Fig. 1: run 1, sequential cells grouped by signal name
(4 px per um) Other sequential cells in the stronger grey, the rest of the logic in the fainter grey.
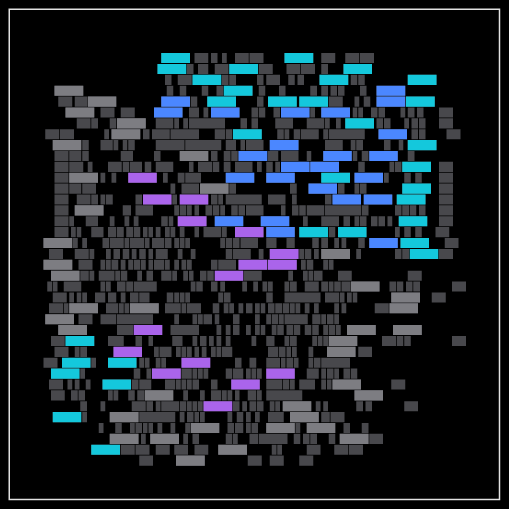
Fig. 2: run 1, metal 1
(4 px per um) Supply wires on this layer in grey.
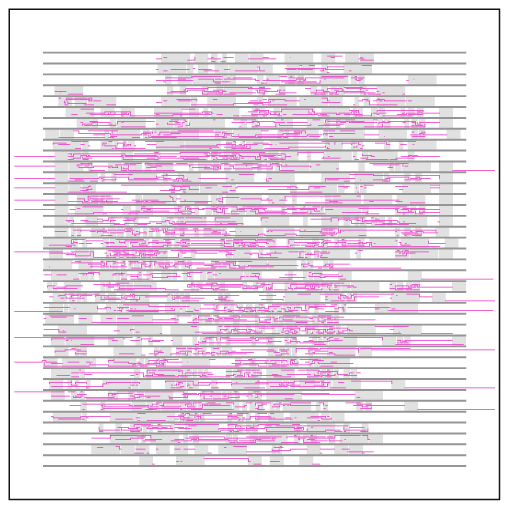
Fig. 3: run 1, congestion heat map
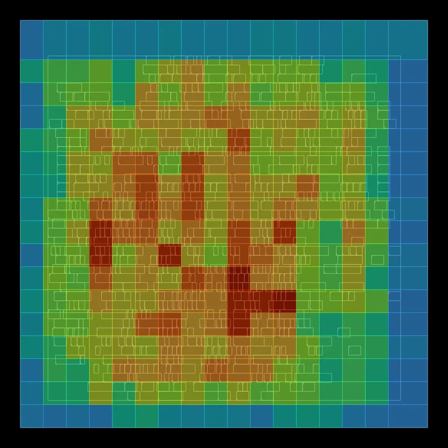
===== src/rtl/im_loader.sv =====
// Boot-time instruction-memory loader: parses a length/data/checksum byte frame from the host
// link, writes big-endian words to IM from index 0, and holds the CPU in reset until verified.
module im_loader #(
    parameter int unsigned ADDR_W = 10
) (
    input  logic              clk,
    input  logic              reset,
    input  logic              start,
    input  logic              in_valid,
    input  logic [7:0]        in_data,
    output logic              in_ready,
    output logic              im_we,
    output logic [ADDR_W-1:0] im_addr,
    output logic [31:0]       im_wdata,
    output logic              cpu_reset,
    output logic              done,
    output logic              err,
    output logic [ADDR_W:0]   words_loaded
);

    localparam logic [16:0] MAX_N = 17'(1) << ADDR_W;

    typedef enum logic [2:0] {
        S_IDLE, S_LEN_HI, S_LEN_LO, S_DATA, S_CSUM, S_DONE, S_ERROR
    } state_t;

    state_t              state_q, state_d;
    logic [15:0]         len_q, len_d;
    logic [1:0]          bcnt_q, bcnt_d;
    logic [23:0]         word_q, word_d;
    logic [7:0]          xor_q, xor_d;
    logic [ADDR_W:0]     words_q, words_d;
    logic                we_q, we_d;
    logic [ADDR_W-1:0]   addr_q, addr_d;
    logic [31:0]         wdata_q, wdata_d;
    logic                ready_q, ready_d;
    logic                cpurst_q, cpurst_d;
    logic                done_q, done_d;
    logic                err_q, err_d;

    logic                accept;
    logic [31:0]         word_sh;
    logic [15:0]         n_full;

    assign accept  = in_valid & ready_q;
    assign word_sh = {word_q, in_data};
    assign n_full  = {len_q[15:8], in_data};

    // Next-state, datapath and registered-output decode
    always_comb begin
        state_d  = state_q;
        len_d    = len_q;
        bcnt_d   = bcnt_q;
        word_d   = word_q;
        xor_d    = xor_q;
        words_d  = words_q;
        we_d     = 1'b0;
        addr_d   = addr_q;
        wdata_d  = wdata_q;

        case (state_q)
            S_IDLE, S_DONE, S_ERROR: begin
                if (start) begin
                    state_d = S_LEN_HI;
                    len_d   = 16'd0;
                    bcnt_d  = 2'd0;
                    word_d  = 24'd0;
                    xor_d   = 8'd0;
                    words_d = '0;
                end
            end
            S_LEN_HI: begin
                if (accept) begin
                    len_d   = {in_data, len_q[7:0]};
                    state_d = S_LEN_LO;
                end
            end
            S_LEN_LO: begin
                if (accept) begin
                    len_d = n_full;
                    if ({1'b0, n_full} > MAX_N)
                        state_d = S_ERROR;
                    else if (n_full == 16'd0)
                        state_d = S_CSUM;
                    else
                        state_d = S_DATA;
                end
            end
            S_DATA: begin
                if (accept) begin
                    word_d = word_sh[23:0];
                    xor_d  = xor_q ^ in_data;
                    bcnt_d = bcnt_q + 2'd1;
                    if (bcnt_q == 2'd3) begin
                        we_d    = 1'b1;
                        addr_d  = words_q[ADDR_W-1:0];
                        wdata_d = word_sh;
                        words_d = words_q + (ADDR_W+1)'(1);
                        if (16'(words_q) + 16'd1 == len_q)
                            state_d = S_CSUM;
                    end
                end
            end
            S_CSUM: begin
                if (accept)
                    state_d = (in_data == xor_q) ? S_DONE : S_ERROR;
            end
            default: state_d = S_IDLE;
        endcase

        ready_d  = (state_d == S_LEN_HI) || (state_d == S_LEN_LO) ||
                   (state_d == S_DATA)   || (state_d == S_CSUM);
        cpurst_d = (state_d != S_DONE);
        done_d   = (state_d == S_DONE);
        err_d    = (state_d == S_ERROR);
    end

    always_ff @(posedge clk) begin
        if (reset) begin
            state_q  <= S_IDLE;
            len_q    <= 16'd0;
            bcnt_q   <= 2'd0;
            word_q   <= 24'd0;
            xor_q    <= 8'd0;
            words_q  <= '0;
            we_q     <= 1'b0;
            addr_q   <= '0;
            wdata_q  <= 32'd0;
            ready_q  <= 1'b0;
            cpurst_q <= 1'b1;
            done_q   <= 1'b0;
            err_q    <= 1'b0;
        end else begin
            state_q  <= state_d;
            len_q    <= len_d;
            bcnt_q   <= bcnt_d;
            word_q   <= word_d;
            xor_q    <= xor_d;
            words_q  <= words_d;
            we_q     <= we_d;
            addr_q   <= addr_d;
            wdata_q  <= wdata_d;
            ready_q  <= ready_d;
            cpurst_q <= cpurst_d;
            done_q   <= done_d;
            err_q    <= err_d;
        end
    end

    assign in_ready     = ready_q;
    assign im_we        = we_q;
    assign im_addr      = addr_q;
    assign im_wdata     = wdata_q;
    assign cpu_reset    = cpurst_q;
    assign done         = done_q;
    assign err          = err_q;
    assign words_loaded = words_q;

endmodule


===== config.mk =====
export PLATFORM = sky130hd
export DESIGN_NAME = im_loader
export DESIGN_NICKNAME = d
export VERILOG_FILES = /design/src/rtl/im_loader.sv
export SDC_FILE = /design/constraint.sdc
export NUM_CORES = 1
export LEC_CHECK = 0
export ABC_AREA = 1
export CORE_MARGIN = 8
export CORE_UTILIZATION = 46
export DETAILED_ROUTE_END_ITERATION = 7
export PLACE_DENSITY = 0.7
export SKIP_CTS_REPAIR_TIMING = 1
export SYNTH_ARGS = -nofsm -noshare
export SYNTH_HDL_FRONTEND = slang
export SYNTH_SLANG_ARGS = --single-unit
export TNS_END_PERCENT = 5

===== constraint.sdc =====
create_clock -name clk -period 3.5 [get_ports clk]
set_clock_uncertainty 0.05 [all_clocks]
set_input_delay 1.05 -clock clk [delete_from_list [all_inputs] [get_ports clk]]
set_output_delay 1.05 -clock clk [all_outputs]
set_load 0.01 [all_outputs]

==> results.cfg, run 1 <==
; yosys + openroad results
[cells_and_area]
fillers = 1055
area_growth_pct = 20.6
seq-cell-share_pct = 35.5

[detailed_routing]
ant_nets = 0
viasPerCell = 5.34
vias = 4658

[sta]
worstMarginPinSlew_ns = 0.715
finalHoldViolations = 0
fin_crit_sh_pct = 79.9
holdWs_ns = 0.409

[grt]
overflow = 0

[cts]
clock_path_buffers = 2
clk_pin_slew_worst_paths_ns = 0.08

[critical_path]
cp-start-kind = primary input
end_kind = flip-flop

[run_status]
status = finished clean

[synthesis]
top_cell = dfxtp_1
flop_cell = dfxtp_1

[floorplan]
die_h_um = 122

[place]
port_buffers = 69

[job]
max_cap_violations = 0
Back to the opening pictures, Fig. 1:
| signal | colour | flops |
|---|---|---|
| word_q | blue | 24 |
| im_wdata | cyan | 32 |
| len_q | purple | 16 |

Back to the opening pictures, Fig. 2:
share of all routed wire: 48%
nets with wire on the layer: 686
wire length on this layer: 6240 um
main direction: horizontal

Back to the opening pictures, Fig. 3:
gr busiest metal: met2
WL per Instance: 15.0 um
Global Route Usage Sum: 17.7%

## run 1: report_power, final
part	internal, uW	total (uW)	switching, uW
clock	506	1020	512
sequential	1360	1420	54.5
combinational	215	621	406
## run 1: placed cells by master, fill, tap and decap left out, types with 2 or more instances in the layout
cell | netlist | final
nand3_1 | 42 | 42
nor2_1 | 69 | 68
nand3_2 | 9 | 9
a211oi_2 | 20 | 20
nor2_4 | 3 | 4
nand2_1 | 106 | 106
xnor2_1 | 9 | 9
inv_8 | 0 | 3
clkbuf_16 | 0 | 9
nand2_4 | 2 | 2
o21ai_2 | 3 | 3
inv_2 | 9 | 9
ha_1 | 2 | 2
clkdlybuf4s50_1 | 0 | 68
a21oi_1 | 88 | 88
dfxtp_1 | 111 | 111
nor2_2 | 2 | 2
nor2_8 | 2 | 2
buf_4 | 2 | 4
buf_12 | 0 | 3
clkinv_1 | 2 | 2
nand2_2 | 8 | 8
o211a_1 | 9 | 9
inv_1 | 61 | 61
nand4_1 | 3 | 3
a211oi_1 | 9 | 9
o21ai_0 | 62 | 62
## run 1: state kept, by name (all words and copies together) (netlist names)
| register | count |
|---|---|
| in_ready | 1 |
| bcnt_q | 2 |
| word_q | 24 |
| im_wdata | 32 |
| im_addr | 10 |
| cpu_reset | 1 |
| state_q | 3 |
| err | 1 |
| xor_q | 8 |
| done | 1 |
| im_we | 1 |
| words_loaded | 11 |
| len_q | 16 |
## run 1: worst max-delay path, stage by stage
cell	delay, ns
clkdlybuf4s50_1	0.62
nor2_1	0.18
nand2_1	0.07
nor2_1	0.15
nand2_1	0.09
nand2_1	0.10
nand2_1	0.05
nand2_1	0.07
nand2_1	0.06
a21oi_1	0.24
nand3_2	0.12
nand2_1	0.08
nand2_1	0.05
nor2_1	0.10
Fig. 4: run 1, signal wires by layer
(4 px per um) Only two layers are drawn.
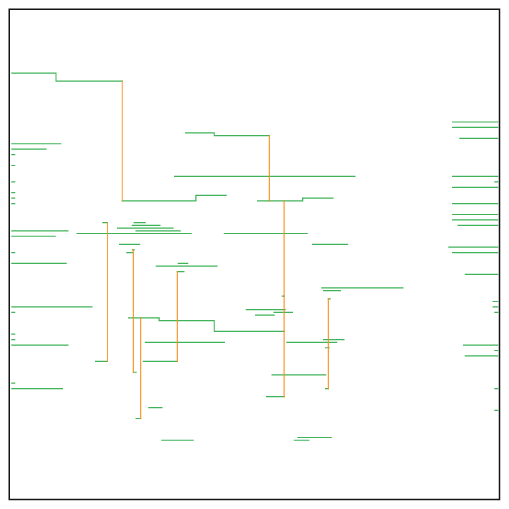

==> run 2, diff against run 1 <==
clock period = 2.77 ns   (was 3.5 ns; I/O delays follow)
Fig. 5: run 2, signal wires by layer
(4 px per um) Only two layers are drawn.
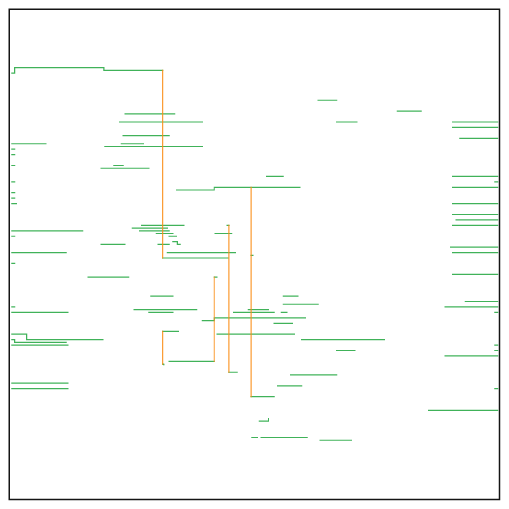
| layer | colour | wire length |
|---|---|---|
| metal 3 | green | 798 um |
| metal 4 | orange | 165 um |

==> results.cfg, run 2 <==
; yosys + openroad results
[run_status]
status = finished clean

[floorplan]
die_h_um = 122

[critical_path]
end_kind = flip-flop
cp-start-kind = primary input
crit_chain = clkdlybuf4s50_1, nor2_1, nand2_1, nor2_1, nand2_1, nand2_1, nand2_1, nand2_1, nand2_1, a21oi_1, nand2_2, nand2_1, inv_2, nand3_2, inv_2
crit_buf_inv = 3
crit_slowest_cell = clkdlybuf4s50_1
cp_top_family = simple AND/OR/NAND/NOR gates
path_common_cell = nand2_1
critPathMaxStageDelay_ns = 0.49

[place]
port_buffers = 69

[grt]
overflow = 0

[detailed_routing]
ant_nets = 0
vias = 4679

[sta]
fin_crit_sh_pct = 86.9
finalHoldViolations = 0
holdWs_ns = 0.408

[cts]
clk_pin_slew_worst_paths_ns = 0.08
clock_path_buffers = 2

[cells_and_area]
area_growth_pct = 22.2
lay_top_cells = dfxtp_1 (111), nand2_1 (106), a21oi_1 (88)

[job]
max_cap_violations = 0

[synthesis]
flop_cell = dfxtp_1
==> run 2: cell type report <==
| class | count | area (sq um) |
|---|---|---|
| Clock buffer | 9 | 225 |
| Clock inverter | 7 | 91.3 |
| Fill cell | 1037 | 4600 |
| Inverter | 73 | 277 |
| Multi-Input combinational cell | 457 | 2510 |
| Sequential cell | 111 | 2220 |
| Tap cell | 140 | 175 |
| Timing Repair Buffer | 88 | 841 |
==> run 2: cell families (layout without fill, tap and decap cells) <==
logic type,after synthesis,count (layout)
adder cells (fa/ha/maj),2,2
XOR/XNOR,9,9
AND-OR/OR-AND,197,197
flip-flops,111,111
AND/OR/NAND/NOR,249,249
buffers and inverters,109,177
==> run 2: layer usage <==
metal | wire, um | part of all wire [%] | vias up | GRT usage (%)
li1 | - | - | 2376 | -
met1 | 6110 | 46 | 2153 | 22.8
met2 | 6110 | 46 | 138 | 29.5
met3 | 798 | 6.1 | 12 | 3.79
met4 | 165 | 1.3 | 0 | 5.41
met5 | 0 | 0 | - | 0
==> run 2: how the worst max path moves through the flow <==
stage	start	end	slack (ns)	depth (start not counted)
final	in_data[4]	done	0.36	15
after global routing	in_data[4]	done	0.21	15
after CTS	words_loaded[2]	words_loaded[2]	0.37	1
after global placement	in_data[4]	done	0.13	15
after floorplan	in_valid	done	0.68	15
after detailed placement	in_data[4]	done	0.02	15
==> run 2: metrics by stage <==
step                      instance area (sq um)  total power (uW)  instances
final                                      6340              3930        885
after detailed placement                   6020              2620        869
after global placement                     6020              2600        869
after CTS                                  6340              3960        885
after global routing                       6340              4140        885
after floorplan                            5190              2440        677
==> run 2: power by group <==
part	total (uW)	leakage [uW]	internal, uW	switching (uW)
Combinational	800	0.00154	281	519
Sequential	1790	0.000903	1720	70.4
Clock	1340	0.000152	657	684
Power figures rest on the tool's default switching activity, not on a simulated workload.
